## config.mk

```make
export PLATFORM = sky130hd
export DESIGN_NAME = mux_scan_sequencer
export DESIGN_NICKNAME = d
export VERILOG_FILES = /design/src/rtl/mux_scan_sequencer.sv
export SDC_FILE = /design/constraint.sdc
export NUM_CORES = 1
export LEC_CHECK = 0
export CORE_MARGIN = 8
export CORE_UTILIZATION = 43
export CTS_CLUSTER_SIZE = 20
export DETAILED_ROUTE_END_ITERATION = 6
export PLACE_DENSITY = 0.73
export SLEW_MARGIN = 20
export SYNTH_ARGS = -nofsm -noshare
export SYNTH_HDL_FRONTEND = slang
export SYNTH_SLANG_ARGS = --single-unit
```

## constraint.sdc

```tcl
create_clock -name clk_i -period 1.4 [get_ports clk_i]
set_clock_uncertainty 0.15 [all_clocks]
set_input_delay 0.35 -clock clk_i [delete_from_list [all_inputs] [get_ports clk_i]]
set_output_delay 0.35 -clock clk_i [all_outputs]
set_load 0.02 [all_outputs]
```

## src/rtl/mux_scan_sequencer.sv

```systemverilog
// Timed scanner for a 4:1 select mux: walks the enabled channels in index
// order, holds each select for DWELL cycles, and captures the mux output Z
// on the last cycle of each dwell.
//
// state | meaning
// ------+------------------------------------------------------------
// IDLE  | select parked at 00, waiting for start_i
// SCAN  | driving the select for ch_q, counting the dwell in cnt_q
module mux_scan_sequencer #(
  parameter int unsigned DWELL = 4
) (
  input  logic       clk_i,
  input  logic       rst_i,
  input  logic       start_i,
  input  logic [3:0] mask_i,
  input  logic       z_i,
  output logic       s0_o,
  output logic       s1_o,
  output logic       busy_o,
  output logic       done_o,
  output logic       valid_o,
  output logic [3:0] samples_o
);

  localparam int unsigned CW = (DWELL > 1) ? $clog2(DWELL) : 1;
  localparam logic [CW-1:0] CNT_LAST = CW'(DWELL - 1);

  typedef enum logic {ST_IDLE, ST_SCAN} state_e;

  state_e          state_q, state_d;
  logic [1:0]      ch_q, ch_d;
  logic [CW-1:0]   cnt_q, cnt_d;
  logic [3:0]      mask_q, mask_d;
  logic [3:0]      samples_q, samples_d;
  logic            busy_q, busy_d;
  logic            done_q, done_d;
  logic            valid_q, valid_d;

  logic [1:0]      first_ch;
  logic [1:0]      nxt_ch;
  logic            nxt_found;

  // Lowest enabled channel of the incoming mask (where a new scan begins).
  always_comb begin
    first_ch = 2'd0;
    for (int i = 3; i >= 0; i--) begin
      if (mask_i[i]) first_ch = 2'(i);
    end
  end

  // Next enabled channel above the current one in the latched mask.
  always_comb begin
    nxt_found = 1'b0;
    nxt_ch    = ch_q;
    for (int i = 3; i >= 0; i--) begin
      if (mask_q[i] && (i > int'(ch_q))) begin
        nxt_found = 1'b1;
        nxt_ch    = 2'(i);
      end
    end
  end

  // Next-state and output logic; DONE defaults low so it only ever pulses.
  always_comb begin
    state_d   = state_q;
    ch_d      = ch_q;
    cnt_d     = cnt_q;
    mask_d    = mask_q;
    samples_d = samples_q;
    busy_d    = busy_q;
    done_d    = 1'b0;
    valid_d   = valid_q;
    case (state_q)
      ST_IDLE: begin
        if (start_i) begin
          samples_d = 4'b0000;
          if (mask_i != 4'b0000) begin
            mask_d  = mask_i;
            valid_d = 1'b0;
            busy_d  = 1'b1;
            cnt_d   = '0;
            ch_d    = first_ch;
            state_d = ST_SCAN;
          end else begin
            // Nothing to scan: report an empty, completed result right away.
            done_d  = 1'b1;
            valid_d = 1'b1;
          end
        end
      end
      ST_SCAN: begin
        if (cnt_q == CNT_LAST) begin
          samples_d[ch_q] = z_i;
          if (nxt_found) begin
            ch_d  = nxt_ch;
            cnt_d = '0;
          end else begin
            done_d  = 1'b1;
            valid_d = 1'b1;
            busy_d  = 1'b0;
            ch_d    = 2'd0;
            state_d = ST_IDLE;
          end
        end else begin
          cnt_d = cnt_q + CW'(1);
        end
      end
      default: state_d = ST_IDLE;
    endcase
  end

  // State and output registers; reset aborts any scan without a DONE.
  always_ff @(posedge clk_i or posedge rst_i) begin
    if (rst_i) begin
      state_q   <= ST_IDLE;
      ch_q      <= 2'd0;
      cnt_q     <= '0;
      mask_q    <= 4'b0000;
      samples_q <= 4'b0000;
      busy_q    <= 1'b0;
      done_q    <= 1'b0;
      valid_q   <= 1'b0;
    end else begin
      state_q   <= state_d;
      ch_q      <= ch_d;
      cnt_q     <= cnt_d;
      mask_q    <= mask_d;
      samples_q <= samples_d;
      busy_q    <= busy_d;
      done_q    <= done_d;
      valid_q   <= valid_d;
    end
  end

  assign s0_o      = ch_q[1];
  assign s1_o      = ch_q[0];
  assign busy_o    = busy_q;
  assign done_o    = done_q;
  assign valid_o   = valid_q;
  assign samples_o = samples_q;

endmodule

```

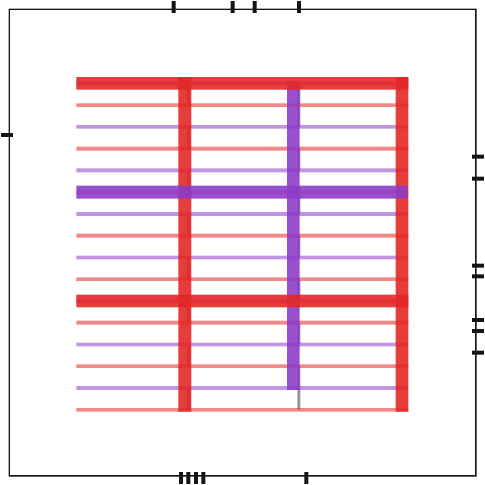
(PDN straps and rails)
(8 px per µm) Pins as bars on the die edge. Tap cells in grey.
Key: purple = VDD; red = VSS
17 tap cells. The core has 15 rows.
die height: 58.1 µm
die outline width: 58.1 µm

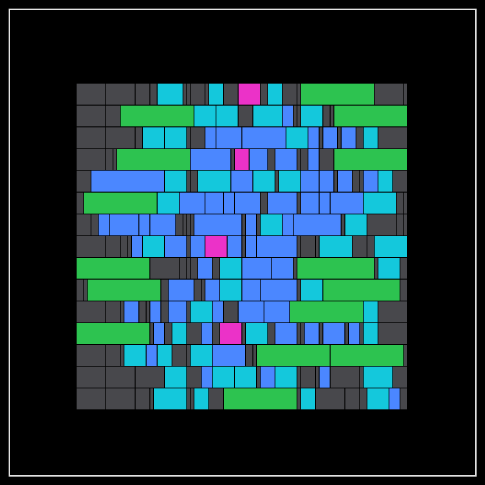
(cells coloured by class)
(8 px per µm) Fill, decap, tap and diode cells in grey.
Key: magenta = clock drivers and dummy loads [cells 4, share of their area 2.3%]; blue = all other logic [cells 64, share of their area 38%]; green = flip-flops [cells 15, share of their area 32%]; cyan = other buffers and delay cells [cells 44, share of their area 28%]
placeable core region: 1690 µm²
post-layout instance area: 1200 µm²
sequential fraction of total cell area: 0.314

==> results.toml <==
# flow metrics
[finish]
num-nonclk-inverters = 5
post_route_cells_drive_above_1_share = 0.528
clk_tree_area_frac = 0.0228
layout.area.comb_um2 = 429
non_clock_buffer_area_share = 0.274
design.final.nets = 137
mostFrequentLayoutCell = "buf_4"
layout.comb_gates.multi_input = 59
sh_comb_area = 0.356
ff_count = 15
nClkBuffers = 3
number_of_flip_flops_in_the_largest_register = 4
stdcell_count = 144
area_delta_synth_final_pct = 57.9
signal_buffers = 44

[status]
failing_checks = "setup timing"
run_status = "finished, violations left"

[final_timing]
finalHoldWorstSlack_ps = 202
postLayoutSetupSlackWorst_ps = -24.6
fmaxAchievable_mhz = 702
tightest_slew_ps = 241
rsz_0062_raised_after_global_routing = "true"
setup_viol = 2
min_period_ps = 1420
final.period_utilization = 1.02
max_slew_margin = 0.838

[setup_path]
stage_delay_of_the_slowest_cell_on_the_critical_path_ps = 450
setup.worst_path.start_class = "flip-flop"
critPathSlowestCell = "dfrtp_2"
worst-r2r-cell-count = 4
critical_path_required_time_ps = 1430
cp_top_family = "flip-flops"
crit_path_start = "ch_q[0]$_DFFE_PP0P_"
regToRegEndpoint = "samples_o[0]$_DFFE_PP0P_"
r2r_slack_ps = -20
worst-path-stages = 4
r2r-start = "ch_q[0]$_DFFE_PP0P_"

[power_and_ir_drop]
power.density_nw_per_um2 = 2050
power_leakage_nw = 0.613
power.switching_fraction = 0.397
power_top_consumer = "combinational cells"
combinationalPower_mw = 1.44
netSwitchingPower_mw = 0.983

[drt]
avgRoutedWirePerCell_um = 13.4
dr.max_layer_used = "met4"
routed-wl-met2_um = 921
final_routed_wirelength_across_all_metal_layers_mm = 1.93
drt_pass1_iterations = 4
ant_nets = 0
met3_length_um = 141

[global_routing]
first_global_vias = 745
groute.layer.met2.usage = 0.201
grt_start_max_net_pins = 16
gr-usage-met3 = 0.0397
grt.busiest_layer = "met2"
grt_antenna_before_repair = 0

[synthesis]
yosys.area_share.xor_xnor = 0
mappedNetlistNets = 91
netlist.top_cell.by_area = "dfrtp_1"
ao_oa_area_frac = 0.187
ys_top_logic_family = "simple AND/OR/NAND/NOR gates"
synth.cellmix.adderShare = 0.0164
fraction_of_registers_with_async_set_or_reset_after_synthesis = 1.00
synthesis.area_um2 = 763
postSynthSeqShare = 0.492
numSynthFlops = 15
postSynthCellCount = 82

[flow_run]
log.warning_count = 29

[clock_tree]
cts-htree-levels = 1
numClockSinks = 15
post_cts.resized_instances = 60
insertion_delay_ps = 280

[min_path]
timing.hold.worst.class = "input pin to async pin"

[placement]
detailed_place.area_um2 = 1140
dp_cells = 137
